`config.mk`:
```
export PLATFORM = sky130hd
export DESIGN_NAME = pipe_adder_flat
export DESIGN_NICKNAME = d
export VERILOG_FILES = /design/src/rtl/pipe_adder_if.sv /design/src/rtl/pipe_adder.sv /design/src/flat_wrapper.sv
export SDC_FILE = /design/constraint.sdc
export NUM_CORES = 1
export LEC_CHECK = 0
export ABC_CLOCK_PERIOD_IN_PS = 3800
export CAP_MARGIN = 40
export CORE_ASPECT_RATIO = 0.8
export CORE_MARGIN = 3
export CORE_UTILIZATION = 45
export CTS_CLUSTER_SIZE = 12
export DETAILED_ROUTE_END_ITERATION = 10
export PLACE_DENSITY_LB_ADDON = 0.05
export SLEW_MARGIN = 25
export SYNTH_ARGS = -nofsm -noshare
export SYNTH_HDL_FRONTEND = slang
export SYNTH_SLANG_ARGS = --single-unit
```
`constraint.sdc`:
```
create_clock -name sys_clk -period 3.8 [get_ports sys_clk]
set_clock_uncertainty 0.15 [all_clocks]
set_input_delay 1.14 -clock sys_clk [delete_from_list [all_inputs] [get_ports sys_clk]]
set_output_delay 1.14 -clock sys_clk [all_outputs]
set_load 0.03 [all_outputs]
```
`src/rtl/pipe_adder_if.sv`:
```
`default_nettype none
// ============================================================================
//  Module   : pipe_adder_if
//  Purpose  : Operand/result handshake bundle for the segmented pipelined
//             adder. The slave side is the adder, the master side feeds
//             operands and consumes results.
//  Revision : 1.0  initial release
// ============================================================================
interface pipe_adder_if #(
  parameter int WIDTH = 32
);
  // operand side
  logic             in_valid;
  logic             in_ready;
  logic [WIDTH-1:0] in1;
  logic [WIDTH-1:0] in2;
  logic             cin;
  // result side
  logic             out_valid;
  logic             out_ready;
  logic [WIDTH-1:0] sum;
  logic             cout;
  logic             ovf;

  modport master (
    output in_valid, in1, in2, cin, out_ready,
    input  in_ready, out_valid, sum, cout, ovf
  );

  modport slave (
    input  in_valid, in1, in2, cin, out_ready,
    output in_ready, out_valid, sum, cout, ovf
  );
endinterface
`default_nettype wire

```
`src/rtl/pipe_adder.sv`:
```
`default_nettype none
// ============================================================================
//  Module   : pipe_adder
//  Purpose  : WIDTH-bit adder split into WIDTH/SEG pipeline stages. Stage k
//             adds operand segment k plus the registered carry of stage k-1,
//             so the longest carry chain per stage is SEG bits. Operands ride
//             forward and finished sum segments are delayed so that sum, cout
//             and ovf of one beat leave together. Valid/ready handshake with a
//             single global advance (stall) signal, no skid buffer.
//             WIDTH must be an integer multiple of SEG.
//  Revision : 1.0  initial release
// ============================================================================
module pipe_adder #(
  parameter int WIDTH = 32,
  parameter int SEG   = 8
) (
  input  wire logic    sys_clk,
  input  wire logic    sys_rst,
  pipe_adder_if.slave  bus
);

  localparam int STAGES = WIDTH / SEG;

  // per-stage registers: index k holds the state leaving stage k
  logic [WIDTH-1:0]  a_q [STAGES];
  logic [WIDTH-1:0]  a_d [STAGES];
  logic [WIDTH-1:0]  b_q [STAGES];
  logic [WIDTH-1:0]  b_d [STAGES];
  logic [WIDTH-1:0]  s_q [STAGES];
  logic [WIDTH-1:0]  s_d [STAGES];
  logic [STAGES-1:0] c_q;
  logic [STAGES-1:0] c_d;
  logic [STAGES-1:0] v_q;
  logic [STAGES-1:0] v_d;
  logic              ovf_q;
  logic              ovf_d;

  // values entering each stage (bus for stage 0, previous register otherwise)
  logic [WIDTH-1:0]  a_in [STAGES];
  logic [WIDTH-1:0]  b_in [STAGES];
  logic [WIDTH-1:0]  s_in [STAGES];
  logic [STAGES-1:0] c_in;
  logic [STAGES-1:0] v_in;

  logic [SEG:0]      seg_sum [STAGES];
  logic              advance;

  // The whole pipe moves only when the output slot is free or being drained.
  assign advance = !(v_q[STAGES-1] && !bus.out_ready);

  for (genvar k = 0; k < STAGES; k++) begin : g_tap
    if (k == 0) begin : g_head
      assign a_in[k] = bus.in1;
      assign b_in[k] = bus.in2;
      assign s_in[k] = '0;
      assign c_in[k] = bus.cin;
      assign v_in[k] = bus.in_valid;
    end else begin : g_body
      assign a_in[k] = a_q[k-1];
      assign b_in[k] = b_q[k-1];
      assign s_in[k] = s_q[k-1];
      assign c_in[k] = c_q[k-1];
      assign v_in[k] = v_q[k-1];
    end
  end

  // Each stage resolves its own SEG-bit segment and passes everything else on.
  always_comb begin
    for (int k = 0; k < STAGES; k++) begin
      seg_sum[k] = {1'b0, a_in[k][k*SEG +: SEG]}
                 + {1'b0, b_in[k][k*SEG +: SEG]}
                 + {{SEG{1'b0}}, c_in[k]};
      a_d[k]     = a_in[k];
      b_d[k]     = b_in[k];
      s_d[k]     = s_in[k];
      s_d[k][k*SEG +: SEG] = seg_sum[k][SEG-1:0];
      c_d[k]     = seg_sum[k][SEG];
      v_d[k]     = v_in[k];
    end
    // Overflow is only known once the top segment is summed in the last stage.
    ovf_d = (a_in[STAGES-1][WIDTH-1] == b_in[STAGES-1][WIDTH-1])
         && (s_d[STAGES-1][WIDTH-1] != a_in[STAGES-1][WIDTH-1]);
  end

  // Valid bits and result-carrying registers: reset, otherwise move on advance.
  always_ff @(posedge sys_clk) begin
    if (sys_rst) begin
      v_q   <= '0;
      c_q   <= '0;
      ovf_q <= 1'b0;
      for (int k = 0; k < STAGES; k++) begin
        s_q[k] <= '0;
      end
    end else if (advance) begin
      v_q   <= v_d;
      c_q   <= c_d;
      ovf_q <= ovf_d;
      for (int k = 0; k < STAGES; k++) begin
        s_q[k] <= s_d[k];
      end
    end
  end

  // Operand carry-forward registers need no reset; they only feed later segments.
  always_ff @(posedge sys_clk) begin
    if (advance) begin
      for (int k = 0; k < STAGES; k++) begin
        a_q[k] <= a_d[k];
        b_q[k] <= b_d[k];
      end
    end
  end

  assign bus.in_ready  = advance;
  assign bus.out_valid = v_q[STAGES-1];
  assign bus.sum       = s_q[STAGES-1];
  assign bus.cout      = c_q[STAGES-1];
  assign bus.ovf       = ovf_q;

endmodule
`default_nettype wire
```
`src/flat_wrapper.sv`:
```
// flat-port wrapper written by rule: the top's interface ports become plain ports
module pipe_adder_flat 
#(
  parameter int WIDTH = 32,
  parameter int SEG   = 8
)
  (sys_clk, sys_rst, bus_in_valid, bus_in1, bus_in2, bus_cin, bus_out_ready, bus_in_ready, bus_out_valid, bus_sum, bus_cout, bus_ovf);
  pipe_adder_if #(.WIDTH(WIDTH)) bus_i ();
  input  wire logic sys_clk;
  input  wire logic sys_rst;
  input wire logic [$bits(bus_i.in_valid)-1:0] bus_in_valid;
  input wire logic [$bits(bus_i.in1)-1:0] bus_in1;
  input wire logic [$bits(bus_i.in2)-1:0] bus_in2;
  input wire logic [$bits(bus_i.cin)-1:0] bus_cin;
  input wire logic [$bits(bus_i.out_ready)-1:0] bus_out_ready;
  output wire logic [$bits(bus_i.in_ready)-1:0] bus_in_ready;
  output wire logic [$bits(bus_i.out_valid)-1:0] bus_out_valid;
  output wire logic [$bits(bus_i.sum)-1:0] bus_sum;
  output wire logic [$bits(bus_i.cout)-1:0] bus_cout;
  output wire logic [$bits(bus_i.ovf)-1:0] bus_ovf;
  assign bus_i.in_valid = bus_in_valid;
  assign bus_i.in1 = bus_in1;
  assign bus_i.in2 = bus_in2;
  assign bus_i.cin = bus_cin;
  assign bus_i.out_ready = bus_out_ready;
  assign bus_in_ready = bus_i.in_ready;
  assign bus_out_valid = bus_i.out_valid;
  assign bus_sum = bus_i.sum;
  assign bus_cout = bus_i.cout;
  assign bus_ovf = bus_i.ovf;
  pipe_adder #(.WIDTH(WIDTH), .SEG(SEG)) u_core (.sys_clk(sys_clk), .sys_rst(sys_rst), .bus(bus_i));
endmodule
```
**Clock wires, drivers and flops**

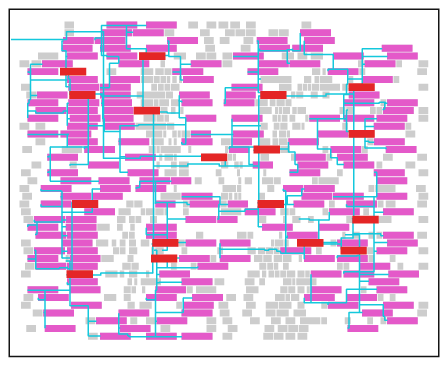
cells driving clock nets: in red, count 17. clock wires: in cyan, length 1980 um. flip-flops: in magenta, count 185.
There are 18 routed clock nets. Position of the flops: spread over the die.

**Placed cells, one colour a class**

The bar under the picture is 50 um long.
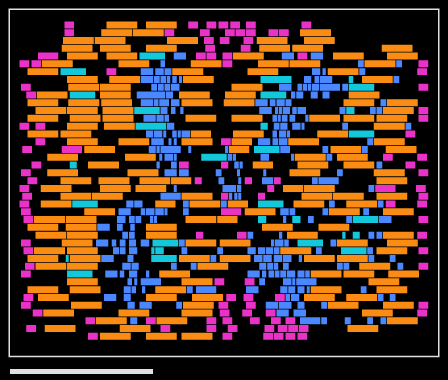
other buffers and delay cells: in magenta, cells 115. all other logic: in blue, cells 258. clock drivers and dummy loads: in cyan, cells 30. flip-flops: in orange, cells 185.
Final Cell Area: 9380 um^2
CORE AREA: 16000 um^2
sequential share of cell area: 58.3%
post-layout util: 58.8%

**Where the registers sit**

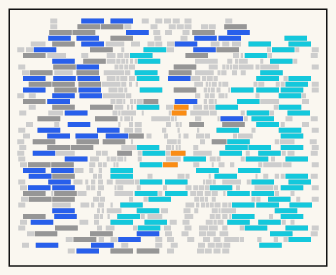
u_core.b_q: in blue, sequential cells 48. u_core.s_q: in cyan, sequential cells 80. u_core.v_q: in orange, sequential cells 4, where centre.
Power Sequential: 2.46 mW
register area: 5470 um^2

**PDN straps and rails**

Pins as bars on the die edge. Tap cells in grey.
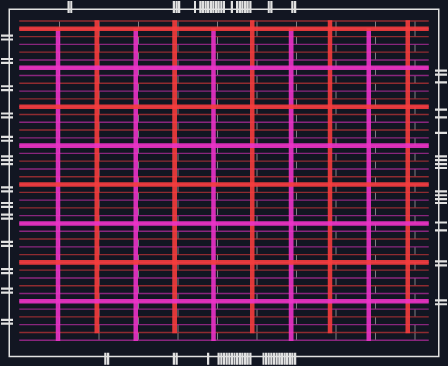
VSS: in magenta. VDD: in red.
8 straps on met5. 10 straps on met4. The core has 41 rows.

**Routing congestion map**

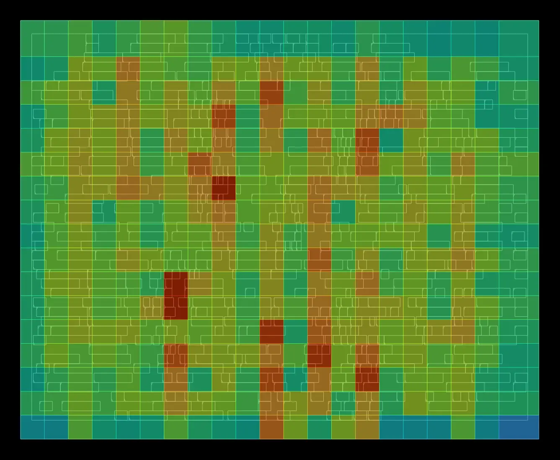
Global Route met1 Usage: 15.7%
Overall Global Routing Usage: 13.5%
met3 Use GR: 4.12%
GRT busiest layer: met2

how the worst max path moves through the flow:
| stage | from | to | slack [ns] | cells after the start |
|---|---|---|---|---|
| 2_1_floorplan | bus_out_ready | bus_in_ready | 0.49 | 3 |
| 3_3_place_gp | bus_cin | u_core.s_q[0][6]$_SDFFCE_PN0P_ | 0.05 | 8 |
| 3_5_place_dp | bus_cin | u_core.s_q[0][6]$_SDFFCE_PN0P_ | 0.01 | 8 |
| 4_1_cts | bus_out_ready | bus_in_ready | 0.39 | 4 |
| 5_1_grt | bus_cin | u_core.s_q[0][6]$_SDFFCE_PN0P_ | 0.33 | 8 |
| 6_report | bus_out_ready | bus_in_ready | 0.42 | 4 |
==> impl_metrics.env <==
# implementation run metrics
export IMPL_hold_path_end="u_core.a_q[1][28]$_DFFE_PN_"
export IMPL_viasPerCell=4.87
export IMPL_wl_met3_um=525
export IMPL_slowest_stage="clkdlybuf4s50_1"
export IMPL_fa_ha_area_share_pct=6.88
export IMPL_yosys_most_used_dff="edfxtp_1"
export IMPL_n_fill_cell=1246
export IMPL_netlist_top_cells_count="176 x edfxtp_1, 56 x and2_1, 28 x ha_1, 28 x nor2_1"
export IMPL_finalWeightedCongestion=0.742
export IMPL_buffers=115
export IMPL_timing_rr_start="u_core.b_q[1][16]$_DFFE_PN_"
export IMPL_syn_to_final_growth_pct=26.5
export IMPL_holdCritPathClass="reg2reg"
export IMPL_topRoutingLayerUsed="met4"
export IMPL_synthesis_nets=560
export IMPL_yosysWarnings=0
export IMPL_combGateArea_um2=1890
export IMPL_yosys_cells=455
export IMPL_ys_seq_share_pct=73.7
export IMPL_ys_chip_area_um2=7410
export IMPL_postRouteAntennaNets=0
export IMPL_syn_inst=455
export IMPL_p_per_area_nw_per_um2=496
export IMPL_clock_path_buffers=2
export IMPL_pre_cts_slack_ns=0.0117
export IMPL_vias=3913
export IMPL_grt_pass1_vias=3917
export IMPL_largest_class="flip-flops and latches"
export IMPL_layout_min_cycle_time_ns=3.38
export IMPL_ys_async_sr_fraction_pct=0
export IMPL_dr_pass1_iters=4
export IMPL_slew_violations=0
export IMPL_hold_depth=0
export IMPL_grt_max_degree=106
export IMPL_maxSlewHeadroom_pct=62.7
export IMPL_switching_power_mw=1.02
export IMPL_internal_power_mw=3.63
export IMPL_synth_cell_type_count=50
export IMPL_maxPowerGroup="sequential cells"
export IMPL_clock_root_buffer="clkbuf_16"
export IMPL_status="finished clean"
export IMPL_max_stage_delay_ns=0.43
export IMPL_r2r_end="u_core.s_q[2][22]$_SDFFCE_PN0P_"
export IMPL_ys_sh_simple_pct=10.5
export IMPL_regMostFlops="u_core.s_q"
export IMPL_netlist_area_um2=7410
export IMPL_clockNetworkAreaShare_pct=5.96
export IMPL_powerClk_mw=1.67
Power figures rest on the tool's default switching activity, not on a simulated workload.
